`src/rtl/sin_arb_pkg.sv`:
```
// Shared types and defaults for the round-robin sin-core arbiter.
package sin_arb_pkg;

    localparam int DATA_W      = 16;
    localparam int DEF_NUM_REQ = 4;
    localparam int DEF_TIMEOUT = 64;

    typedef enum logic [1:0] {
        S_IDLE  = 2'd0,
        S_START = 2'd1,
        S_WAIT  = 2'd2,
        S_RESP  = 2'd3
    } state_t;

endpackage

```
`src/rtl/sin_arbiter_if.sv`:
```
// Requester side and sin-core side signals of the arbiter, bundled.
// Handshake: a requester holds req high (req_x stable) until its one-cycle ack pulse;
// sin_start is a one-cycle pulse, and sin_result is valid only in a cycle with sin_done high.
interface sin_arbiter_if
    import sin_arb_pkg::*;
#(
    parameter int NUM_REQ = DEF_NUM_REQ
);
    logic [NUM_REQ-1:0]             req;
    logic [NUM_REQ-1:0][DATA_W-1:0] req_x;
    logic [NUM_REQ-1:0]             ack;
    logic [DATA_W-1:0]              rsp_data;
    logic                           rsp_err;
    logic                           busy;
    logic [$clog2(NUM_REQ)-1:0]     owner;
    logic                           sin_start;
    logic [DATA_W-1:0]              sin_x;
    logic [DATA_W-1:0]              sin_result;
    logic                           sin_done;

    modport master (
        output req, req_x, sin_result, sin_done,
        input  ack, rsp_data, rsp_err, busy, owner, sin_start, sin_x
    );

    modport slave (
        input  req, req_x, sin_result, sin_done,
        output ack, rsp_data, rsp_err, busy, owner, sin_start, sin_x
    );
endinterface

```
`src/rtl/sin_arbiter_rr_arbiter.sv`:
```
// Combinational round-robin pick: first set req bit at or after i_ptr, wrapping.
module rr_arbiter #(
    parameter int NUM_REQ = 4,
    parameter int IDX_W   = $clog2(NUM_REQ)
) (
    input  logic [NUM_REQ-1:0] i_req,
    input  logic [IDX_W-1:0]   i_ptr,
    output logic [NUM_REQ-1:0] o_grant,
    output logic [IDX_W-1:0]   o_idx
);
    always_comb begin
        logic found;
        int   p;
        o_grant = '0;
        o_idx   = '0;
        found   = 1'b0;
        p       = 0;
        for (int i = 0; i < NUM_REQ; i++) begin
            p = int'(i_ptr) + i;
            if (p >= NUM_REQ) p = p - NUM_REQ;
            if (!found && i_req[p]) begin
                found      = 1'b1;
                o_grant[p] = 1'b1;
                o_idx      = IDX_W'(p);
            end
        end
    end
endmodule

```
`src/rtl/sin_arbiter.sv`:
```
// Shares one sin core among NUM_REQ requesters: round-robin grant, start pulse,
// bounded wait for completion (timeout yields rsp_err), then a one-cycle ack.
module sin_arbiter
    import sin_arb_pkg::*;
#(
    parameter int NUM_REQ = DEF_NUM_REQ,
    parameter int TIMEOUT = DEF_TIMEOUT
) (
    input  logic          clk,
    input  logic          rst_n,
    sin_arbiter_if.slave  bus,
    output state_t        o_dbg_state
);
    localparam int IDX_W = $clog2(NUM_REQ);
    localparam int CNT_W = $clog2(TIMEOUT + 1);

    state_t             r_state;
    state_t             w_next;
    logic [IDX_W-1:0]   r_owner;
    logic [IDX_W-1:0]   r_ptr;
    logic [IDX_W-1:0]   w_idx;
    logic [NUM_REQ-1:0] w_grant;
    logic               w_valid;
    logic [DATA_W-1:0]  r_sin_x;
    logic [DATA_W-1:0]  r_rsp_data;
    logic               r_rsp_err;
    logic [CNT_W-1:0]   r_cnt;
    logic               w_timeout;

    rr_arbiter #(
        .NUM_REQ (NUM_REQ),
        .IDX_W   (IDX_W)
    ) u_rr (
        .i_req   (bus.req),
        .i_ptr   (r_ptr),
        .o_grant (w_grant),
        .o_idx   (w_idx)
    );

    assign w_valid   = |w_grant;
    assign w_timeout = (r_cnt == CNT_W'(TIMEOUT - 1));

    always_ff @(posedge clk) begin
        if (!rst_n) r_state <= S_IDLE;
        else        r_state <= w_next;
    end

    always_comb begin
        w_next = r_state;
        case (r_state)
            S_IDLE:  if (w_valid) w_next = S_START;
            S_START: w_next = S_WAIT;
            S_WAIT:  if (bus.sin_done || w_timeout) w_next = S_RESP;
            S_RESP:  w_next = S_IDLE;
            default: w_next = S_IDLE;
        endcase
    end

    always_ff @(posedge clk) begin
        if (!rst_n) begin
            r_owner    <= '0;
            r_ptr      <= '0;
            r_sin_x    <= '0;
            r_rsp_data <= '0;
            r_rsp_err  <= 1'b0;
            r_cnt      <= '0;
        end else begin
            case (r_state)
                S_IDLE: begin
                    if (w_valid) begin
                        r_owner <= w_idx;
                        r_sin_x <= bus.req_x[w_idx];
                        r_ptr   <= (w_idx == IDX_W'(NUM_REQ - 1)) ? '0 : w_idx + IDX_W'(1);
                    end
                end
                S_START: r_cnt <= '0;
                S_WAIT: begin
                    // Completion wins over a timeout landing in the same cycle.
                    if (bus.sin_done) begin
                        r_rsp_data <= bus.sin_result;
                        r_rsp_err  <= 1'b0;
                    end else if (w_timeout) begin
                        r_rsp_data <= '0;
                        r_rsp_err  <= 1'b1;
                    end else begin
                        r_cnt <= r_cnt + CNT_W'(1);
                    end
                end
                default: ;
            endcase
        end
    end

    assign bus.ack       = (r_state == S_RESP) ? (NUM_REQ'(1) << r_owner) : '0;
    assign bus.sin_start = (r_state == S_START);
    assign bus.sin_x     = r_sin_x;
    assign bus.rsp_data  = r_rsp_data;
    assign bus.rsp_err   = r_rsp_err;
    assign bus.busy      = (r_state != S_IDLE);
    assign bus.owner     = (r_state == S_IDLE) ? '0 : r_owner;
    assign o_dbg_state   = r_state;
endmodule

```
`src/flat_wrapper.sv`:
```
// flat-port wrapper written by rule: the top's interface ports become plain ports
module sin_arbiter_flat import sin_arb_pkg::*;
#(
    parameter int NUM_REQ = DEF_NUM_REQ,
    parameter int TIMEOUT = DEF_TIMEOUT
)
  (clk, rst_n, o_dbg_state, bus_req, bus_req_x, bus_sin_result, bus_sin_done, bus_ack, bus_rsp_data, bus_rsp_err, bus_busy, bus_owner, bus_sin_start, bus_sin_x);
  sin_arbiter_if #(.NUM_REQ(NUM_REQ)) bus_i ();
  input  logic clk;
  input  logic rst_n;
  output state_t o_dbg_state;
  input wire logic [$bits(bus_i.req)-1:0] bus_req;
  input wire logic [$bits(bus_i.req_x)-1:0] bus_req_x;
  input wire logic [$bits(bus_i.sin_result)-1:0] bus_sin_result;
  input wire logic [$bits(bus_i.sin_done)-1:0] bus_sin_done;
  output wire logic [$bits(bus_i.ack)-1:0] bus_ack;
  output wire logic [$bits(bus_i.rsp_data)-1:0] bus_rsp_data;
  output wire logic [$bits(bus_i.rsp_err)-1:0] bus_rsp_err;
  output wire logic [$bits(bus_i.busy)-1:0] bus_busy;
  output wire logic [$bits(bus_i.owner)-1:0] bus_owner;
  output wire logic [$bits(bus_i.sin_start)-1:0] bus_sin_start;
  output wire logic [$bits(bus_i.sin_x)-1:0] bus_sin_x;
  assign bus_i.req = bus_req;
  assign bus_i.req_x = bus_req_x;
  assign bus_i.sin_result = bus_sin_result;
  assign bus_i.sin_done = bus_sin_done;
  assign bus_ack = bus_i.ack;
  assign bus_rsp_data = bus_i.rsp_data;
  assign bus_rsp_err = bus_i.rsp_err;
  assign bus_busy = bus_i.busy;
  assign bus_owner = bus_i.owner;
  assign bus_sin_start = bus_i.sin_start;
  assign bus_sin_x = bus_i.sin_x;
  sin_arbiter #(.NUM_REQ(NUM_REQ), .TIMEOUT(TIMEOUT)) u_core (.clk(clk), .rst_n(rst_n), .bus(bus_i), .o_dbg_state(o_dbg_state));
endmodule
```
`config.mk`:
```
export PLATFORM = sky130hd
export DESIGN_NAME = sin_arbiter_flat
export DESIGN_NICKNAME = d
export VERILOG_FILES = /design/src/rtl/sin_arb_pkg.sv /design/src/rtl/sin_arbiter_if.sv /design/src/rtl/sin_arbiter_rr_arbiter.sv /design/src/rtl/sin_arbiter.sv /design/src/flat_wrapper.sv
export SDC_FILE = /design/constraint.sdc
export NUM_CORES = 1
export LEC_CHECK = 0
export ABC_CLOCK_PERIOD_IN_PS = 5820
export CAP_MARGIN = 15
export CORE_ASPECT_RATIO = 1.5
export CORE_UTILIZATION = 44
export CTS_CLUSTER_SIZE = 12
export DETAILED_ROUTE_END_ITERATION = 6
export GPL_ROUTABILITY_DRIVEN = 0
export GPL_TIMING_DRIVEN = 1
export PLACE_DENSITY = 0.91
export SLEW_MARGIN = 40
export SYNTH_ARGS = -nofsm -noshare
export SYNTH_HDL_FRONTEND = slang
export SYNTH_HIERARCHICAL = 1
export SYNTH_SLANG_ARGS = --single-unit
export TNS_END_PERCENT = 50
```
`constraint.sdc`:
```
create_clock -name clk -period 5.82 [get_ports clk]
set_input_delay 0.582 -clock clk [delete_from_list [all_inputs] [get_ports clk]]
set_output_delay 0.582 -clock clk [all_outputs]
set_load 0.01 [all_outputs]
```
==> results.ini, run 1 <==
[clock_tree]
clk_pin_slew_ns=0.09
cts_hold_buffers=0
cts_resized=0
clockRootBuffer=clkbuf_8
htreeDepth=2
cts-buffers-inserted=5

[synth]
synth_area_leader_cell=dfxtp_1
async_flop_share=0
synth_flops=46
top_cells_by_count=nand2_1, dfxtp_1, a21oi_1, mux4_2, ha_1
most_common_cell=nand2_1
yosys_warnings=6
ys_sh_xor=0
ff_type=dfxtp_1
yosysUniqueCellTypes=51
synth_cells=264
ys_sh_simple=0.162

[worst_hold_path]
hp-class=reg2reg

[timing]
fin_crit_sh=0.664
rsz0062_at_grt=false
fmax_ghz=0.259
max-slew-margin-rel=0.507
setup_violations=0

[routing]
routed_wl_microns=7530
firstDrtPassIters=4
wl_per_cell_microns=16.3
top_layer=met4
wl_met3_microns=521
num_vias=2634
post_drt_via_cell_ratio=5.71
drtIter0Drc=119

[global_routing]
grt.met2_usage=0.453
grt_start_max_net_pins=29
antenna_found_initial=0
met3_usage=0.0505
busiest_layer=met2

[power_and_ir_drop]
p_sw_uw=716
leakage_uw=0.00153

[placement]
portBuffers=129
place_hpwl_microns=5860

[setup_path]
crit_path_max_fanout=14
r2r_setup_slack_ns=1.96
timing.critical_path.buf_inv=2

[floorplanning]
rows=34

[run_status]
status=finished clean

[layout]
fin_nets=489
antennaDiodeCount=0
fillers=416
syn_to_final_growth_pct=54.1

[job]
log.warning_count=36

run 1: worst register-to-register path: cells and delay by family, from the launching register on:
kind	cells	cell delay, ns
AND/OR/NAND/NOR	1	0.07
adder cells (fa/ha/maj)	1	0.47
flip-flops	1	0.72
multiplexers	1	0.47
buffers and inverters	2	0.52
AND-OR/OR-AND	4	1.55
run 1: cells in the final DEF, fill, tap and decap left out, drive strengths merged, types with 2 or more instances in the layout:
cell           count
mux4              20
a311oi             2
a211oi             3
a21o               2
and3               3
a31oi              2
mux2i              2
dfxtp             46
nor3               4
clkbuf             5
nand2b             3
nand4              2
and3b              2
inv               10
o2bb2ai            5
nand3              4
nor2b              7
a221oi             5
clkdlybuf4s50    129
o21ai              3
ha                14
buf                3
a22o              16
nand3b             2
a21oi             27
nand2             47
o31ai              2
nor2               8
run 1: layout make-up:
type,count,share of cell area
inverter,9,0.00820
sequential,46,0.223
tap,72,0.0219
clock buffer,5,0.0167
multi-input combinational,194,0.400
timing repair buffer,132,0.319
clock inverter,3,0.0106
run 1: state kept, by name (all words and copies together) (netlist names):
signal	flops
u_core/bus.rsp_data	16
u_core/bus.sin_x	16
u_core/r_cnt	7
u_core/o_dbg_state	2
u_core/r_owner	2
u_core/r_ptr	2
u_core/bus.rsp_err	1
run 1: power by group through the flow:
stage,logic [uW],registers (uW),clock network [uW]
global placement,1010,475,0
detailed placement,1050,480,0
global route,1150,484,260
finish,1070,474,241
floorplan,658,493,0
CTS,1060,474,243
run 1: stage by stage:
step                instances  area, sq um  setup WS (ns)  hold slack [ns]
global placement          452         4000           2.16            0.442
CTS                       461         4120           2.09            0.460
global route              461         4120           1.73            0.478
detailed placement        453         4010           2.16            0.448
floorplan                 264         2680           2.78            0.461
finish                    461         4120           1.96            0.460
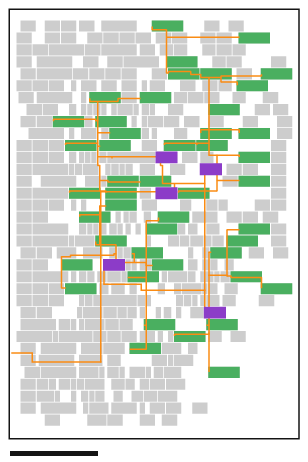
run_1/clock_wires.png
The bar under the picture is 20 microns long.
[flip-flops] green | count: 46
[clock wires] orange | length: 539 microns
[clock-net drivers] purple | count: 5
routed clock nets: 6
Max Clock Skew: 0.0108 ns
Clk. pwr: 241 uW
Clk pwr share: 0.135
clk_lat worst skew: 0.30 ns

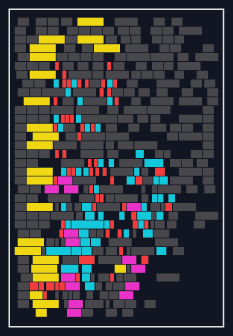
run_1/gates.png
[nand cells] red | cells: 58 | most used: nand2_1
[aoi and oai cells] cyan | cells: 51 | most used: a21oi_1
[fa/ha/maj cells] magenta | cells: 14 | most used: ha_1
[mux cells] yellow | cells: 23 | most used: mux4_2

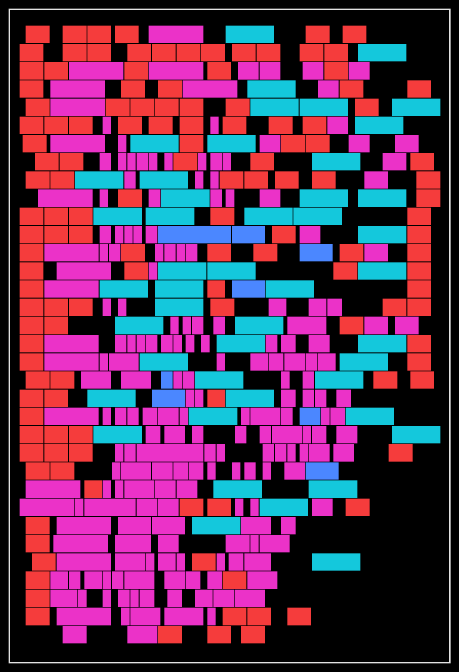
run_1/class_map.png
[registers] cyan | cells: 46 | share of their area: 23%
[remaining logic cells] magenta | cells: 203 | share of their area: 42%
[clock drivers and dummy loads] blue | cells: 8 | share of their area: 2.8%
[remaining buffers and delay cells] red | cells: 132 | share of their area: 33%
Util after Layout: 0.707
core box area: 0.00583 sq mm
sequential share of cell area: 0.223

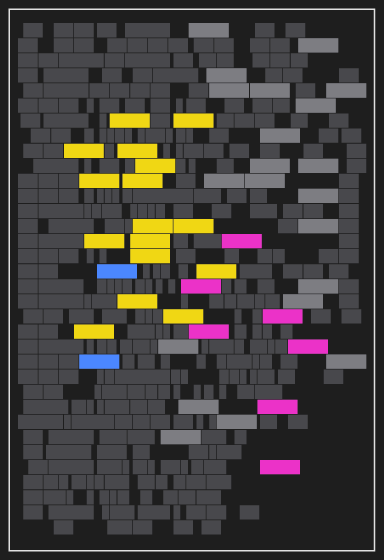
run_1/ff_map.png
[u_core/bus.sin_x] yellow | flops: 16
[u_core/r_ptr] blue | flops: 2
[u_core/r_cnt] magenta | flops: 7
not colored: 21

run_1/clock_nets.png
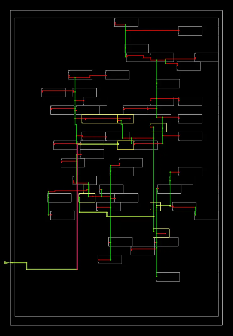

==> run 2, diff against run 1 <==
- ABC_CLOCK_PERIOD_IN_PS: 5820 -> 3600
- CORE_UTILIZATION: 44 -> 41
- PLACE_DENSITY: 0.91 -> 0.86
- clock period: 5.82 -> 3.6 ns (I/O delays scaled with it)
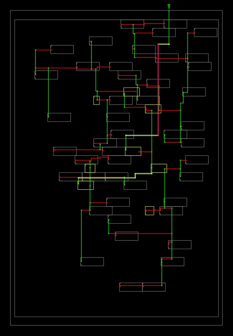
run_2/clock_nets.png
Clk. pwr: 319 uW
Max Clock Skew: 0.0114 ns

==> run 2 against run 1 <==
  * Core utilization is 4.5 points lower
  * Highest routed layer unchanged
  * Total power up 57%
  * Global-route usage decreased by 2.4 points
  * First-iteration DRC count down 8.4%
  * Final cell count increased by 0.87%
  * Sequential cell count unchanged
  * Die size increased by 7.1%
  * Register-to-register slack got worse by 1.5 ns
  * Worst hold slack got worse by 0.0042 ns
  * Synthesized cell count unchanged
==> results.ini, run 2 <==
[layout]
fin_nets=491  ; was 489
syn_to_final_growth_pct=53.9  ; was 54.1%
fin_cells=465  ; was 461
final_common_cell=clkdlybuf4s50_1  ; unchanged
postLayoutCellArea_sq_mm=0.00412  ; about the same
antennaDiodeCount=0  ; unchanged
fillers=492  ; was 416
utilization=0.662  ; was 0.707

[timing]
whs_ns=0.456  ; was 0.460 ns
rsz0062_at_grt=false  ; unchanged
fin_crit_sh=0.860  ; was 0.664
setup_ws_ns=0.503  ; was 1.96 ns
fmax_ghz=0.323  ; was 0.259 GHz
max-slew-margin-rel=0.522  ; was 0.507
setup_violations=0  ; unchanged

[placement]
portBuffers=129  ; unchanged
dpl.cell_count=457  ; was 453
dpl_cell_area_sq_mm=0.00403  ; was 0.00401 sq mm
pre_cts_slack_ns=0.391  ; was 2.16 ns
place_hpwl_microns=5840  ; was 5860 microns

[clock_tree]
cts_resized=0  ; unchanged
clk_pin_slew_ns=0.09  ; about the same
cts-buffers-inserted=5  ; unchanged
clockRootBuffer=clkbuf_8  ; unchanged
clk_latency_ns=0.30  ; about the same

[routing]
firstDrtPassIters=4  ; unchanged
wl_per_cell_microns=15.9  ; was 16.3 microns
wl_met3_microns=355  ; was 521 microns

[global_routing]
busiest_layer=met2  ; unchanged
antenna_found_initial=0  ; unchanged

[setup_path]
crit_path_max_fanout=19  ; was 14

[synth]
ff_type=dfxtp_1  ; unchanged
synth_flops=46  ; unchanged
async_flop_share=0  ; unchanged
yosysUniqueCellTypes=51  ; unchanged
most_common_cell=nand2_1  ; unchanged
yosys_warnings=6  ; unchanged

[job]
log.warning_count=36  ; unchanged

[power_and_ir_drop]
leakage_uw=0.00153  ; about the same

[worst_hold_path]
hp-class=reg2reg  ; unchanged

[run_status]
status=finished clean  ; unchanged

[floorplanning]
core_sq_mm=0.00622  ; was 0.00583 sq mm

## run 2: netlist changes by cell type in the layout (fill, tap and decap cells not counted), sizes merged
cell / before / now
buf: 3 / 5
bufinv: 1 / 0
clkinv: 1 / 2
clkinvlp: 0 / 1
inv: 10 / 9
## run 2: logic make-up (layout without fill, tap and decap cells)
logic type / Yosys count / in the layout / synth area share
simple gates: 86 / 86 / 0.162
compound gates: 71 / 71 / 0.200
flops: 46 / 46 / 0.344
buf+inv: 24 / 151 / 0.0482
mux: 23 / 23 / 0.180
fa+ha+maj: 14 / 14 / 0.0655
## run 2: layout make-up
type | count | area share
well taps | 74 | 0.0225
repair buffers | 134 | 0.323
inverters | 9 | 0.00821
clock buffers | 5 | 0.0167
flip-flops and latches | 46 | 0.224
multi-input cells | 194 | 0.401
clock inverters | 3 | 0.00517
## run 2: worst paths after layout
check,to,slack (ns),cells past startpoint
worst max register to register,u_core/bus.sin_x[5]$_SDFFE_PN0P_,0.50,10
worst max-delay path,u_core/bus.sin_x[5]$_SDFFE_PN0P_,0.50,10
worst min register to register,u_core/bus.sin_x[12]$_SDFFE_PN0P_,0.46,2
worst min-delay path,u_core/bus.sin_x[12]$_SDFFE_PN0P_,0.46,2
## run 2: power groups by stage
stage	Combinational, uW	Sequential [uW]	Clock (uW)
2_1_floorplan	1060	798	0
3_3_place_gp	1690	742	0
3_5_place_dp	1730	752	0
4_1_cts	1730	740	327
5_1_grt	1880	756	346
6_report	1730	739	319
## run 2: worst max-delay path: stages (launching register included)
cell	delay, ns
dfxtp_1	0.35
inv_1	0.11
ha_1	0.44
mux4_2	0.47
nor2b_4	0.22
a221oi_1	0.11
o2bb2ai_1	0.31
nor4_1	0.15
nor2_2	0.57
nand2_1	0.14
a21oi_1	0.17
Power and IR drop assume default switching activity.
